==> config.mk <==
export PLATFORM = sky130hd
export DESIGN_NAME = rtc_timekeeper
export DESIGN_NICKNAME = d
export VERILOG_FILES = /design/src/rtl/rtc_timekeeper.sv
export SDC_FILE = /design/constraint.sdc
export NUM_CORES = 1
export LEC_CHECK = 0
export CORE_UTILIZATION = 53
export CTS_CLUSTER_DIAMETER = 30
export DETAILED_ROUTE_END_ITERATION = 8
export PLACE_DENSITY = 0.89
export SKIP_LAST_GASP = 1
export SLEW_MARGIN = 5
export SYNTH_ARGS = -nofsm -noshare
export SYNTH_HDL_FRONTEND = slang
export SYNTH_SLANG_ARGS = --single-unit
==> constraint.sdc <==
create_clock -name clock -period 2.9 [get_ports clock]
set_clock_uncertainty 0.2 [all_clocks]
set_input_delay 0.435 -clock clock [delete_from_list [all_inputs] [get_ports clock]]
set_output_delay 0.435 -clock clock [all_outputs]
set_load 0.02 [all_outputs]
Figure 1. Gate families picked out.
Scale bar: 20 um.
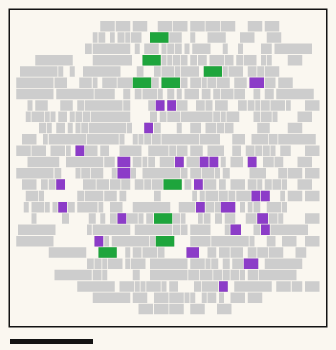
and/or cells -> purple  # cells 26
fa/ha/maj cells -> green  # cells 9
multi-input combinational area share: 0.499
most used logic cell in the final layout: sky130_fd_sc_hd__clkdlybuf4s50_1
final cell count without fillers: 476

Figure 2. Signal wires by layer.
Scale bar: 20 um.
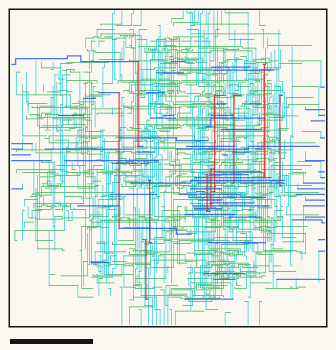
metal 1 -> green  # wire length 3240 um
metal 2 -> cyan  # wire length 3780 um
metal 4 -> red  # wire length 194 um
metal 3 -> blue  # wire length 645 um
routed len/inst: 16.5 um
global router's overall resource usage: 0.293
vias after detailed routing: 2977

Figure 3. Where the registers sit.
Scale bar: 20 um. Other sequential cells in the stronger gray, the rest of the logic in the fainter gray.
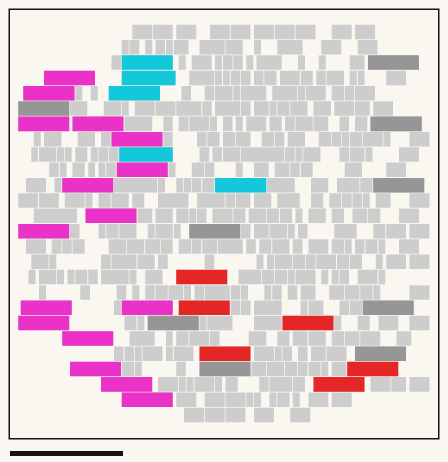
cur -> cyan  # sequential cells 5
pre -> magenta  # sequential cells 16
second -> red  # sequential cells 6
not colored = 9
share of the final layout cell area in sequential cells: 0.252
Final Util: 0.693
sequential power: 0.000611 W

==> summary.txt <==
The full implementation flow was run.

Hold timing on the final database bottoms out at a slack of 348 ps. The floorplan step defined a die boundary enclosing slightly below 0.006 sq mm. Per the synthesis report, the AND-OR/OR-AND share of the synthesized area is 0.189. Non-clock buffers in the final layout number 67. The registers of the reported paths see a clock transition of roughly 80 ps. OpenROAD emitted warnings numbering 31. In this run the maximum-capacitance check reported violations numbering 0. The register-to-register path setup slack stands at 160 ps. The post-CTS resize count stands at 1. The number of instances in the synthesized netlist stands at about 360. The count of buffers added by post-CTS timing repair for setup stands at 0.

The switching portion of total power comes to 0.364. CTS added clock buffers totalling 5. The final total negative setup slack stands at 0 ps. The synthesized area divided by synthesized cell count stands at approximately 8 sq um.

The max-slew headroom at the worst pin stands at 0.609. The met1 wire length stands at 3240 um. For this design the total switching power over the nets is between 0.0005 and 0.0006 W. In the global route stage, met1 resource usage came out at 0.379. For this run, the slowest stage of the critical path takes 540 ps. The post-detailed-route via-to-cell ratio stands at between 6 and 7. In this run the remaining antenna-violating nets after routing total 0. The largest individual stage delay along the critical path comes from the cell sky130_fd_sc_hd__nor4b_1. The sequential standard cell area stands at 903 sq um. The final timing report lists a hold violation count of 0. Synthesis inferred 36 register bits. The residual DRC count stands at 0. The CTS H-tree depth stands at 2. From synthesis to final layout, the design area changed by 23.5%. After synthesis, the design contains about 360 cells according to Yosys. The clock net in this run drives a total of 36 sinks. After detailed routing, the met3 layer carries approximately 640 um of wire.

The adder-cell area share of the yosys netlist stands at 0.0388. The placed instances occupy a cell area of approximately 0.0035 sq mm. The arrival time of the worst setup path stands at between 2000 and 3000 ps. Recorded from the global router log, the overflow total was 0.

The tally of unique sky130hd cells used after synthesis stands at between 50 and 60. In this run, placement finished with an instance count of ~470. The count of clock buffers in the final design stands at 6. STA classifies the critical path startpoint as a register. The critical path contains buffers and inverters numbering 0 combined. The largest cell class by area is multi-input combinational cells. The register with the most flip-flops in the layout has 16 of them. The most used flip-flop cell after synthesis is sky130_fd_sc_hd__dfrtp_1. The share of synthesized area spent on multiplexers stands at 0.0315. In the power breakdown, the biggest contributor is registers.

The transition time of the tightest slew-check pin stands at between 500 and 600 ps. The peak supply drop stands at between 0.2 and 0.3 mV. After layout, the inverter instance count without clock inverters stands at 16. TritonCTS built the clock tree. Wire segments on met2 add up to 3780 um in the final route. The final-report max-slew violation count stands at 0. The number of nets handed over by synthesis was between 400 and 500.

The synthesized design contains 0 enable-type register cells. The chip area in the Yosys report stands at 0.00290 sq mm. The worst slack at placement stands at ~150 ps. The tree is rooted in a sky130_fd_sc_hd__clkbuf_8. After clock tree synthesis, the flow added hold-fix buffers numbering 0. The cell-mix breakdown from Yosys lists the simple-gate area share as 0.317. In this run the worst path has a maximum fanout of 13. The share of total power dissipated in sequential elements is 0.395. The antenna cell count stands at 0.

The y dimension of the die stands at 76.0 um. In this run the worst hold path is classified as in -> async. In this run the power density over the cells is around 430 mW/mm^2.

The run finished with clean final reports. The completed layout was analyzed and its total power is roughly 0.0015 W. The sequential-to-total area share from yosys stat stands at 0.311. There are 36 flip-flops and latches. Per the CTS log, the buffer count on the longest clock path is 2. The total combinational power stands at ~0.00055 W.

The timing-limited maximum frequency stands at ~360 MHz. The final design was reported to hold multi-input combinational gates totalling roughly 280. During placement, the flow inserted port buffers numbering 55.

The width of the die stands at between 70 and 80 um. After synthesis the cells add up to 0.00290 sq mm. The area share of the largest cell type after synthesis stands at 0.311. The worst setup path is of the reg -> reg kind.

The skew report gives the latency at the later pin of the worst-skew pair as around 300 ps. For this configuration, the core starts out at a cell density of 0.561. Fill cells in the final layout number around 390. The area taken by multi-input combinational cells is reported as approximately 0.0018 sq mm.

The floorplan has 26 rows. The initial antenna violation count was 0. For reference, the top cells by count after synthesis are 37 x sky130_fd_sc_hd__nor2_1, 36 x sky130_fd_sc_hd__dfrtp_1, 33 x sky130_fd_sc_hd__nand2_1, 23 x sky130_fd_sc_hd__o21ai_0, 19 x sky130_fd_sc_hd__a21oi_1.

The non-clock buffer share of cell area stands at 0.181. Per the OpenROAD power report, leakage power amounts to roughly 1.5 nW. The pin count of the biggest net entering global routing stands at 37. The wire length of the first global-routing pass stands at between 10000 and 15000 um. Of the cells placed in the final design, the portion with a size suffix greater than 1 is 0.0788. The cell area after layout stands at around 0.0036 sq mm.

The total number of yosys warnings stands at 0. The area inside the core boundary stands at a little over 0.005 sq mm. Walking the worst path, the cells encountered are ha_1 -> nand3b_2 -> nor4_4 -> nor4b_1 -> o21a_1 -> o2111ai_1 -> o21ai_1. At the end of the flow, the number of nets in the layout was about 450. Of the combinational cells, the family taking the most area is simple AND/OR/NAND/NOR gates.

Routability-driven placement finished with a final weighted congestion of roughly 1.0.
Power and IR drop assume default switching activity.
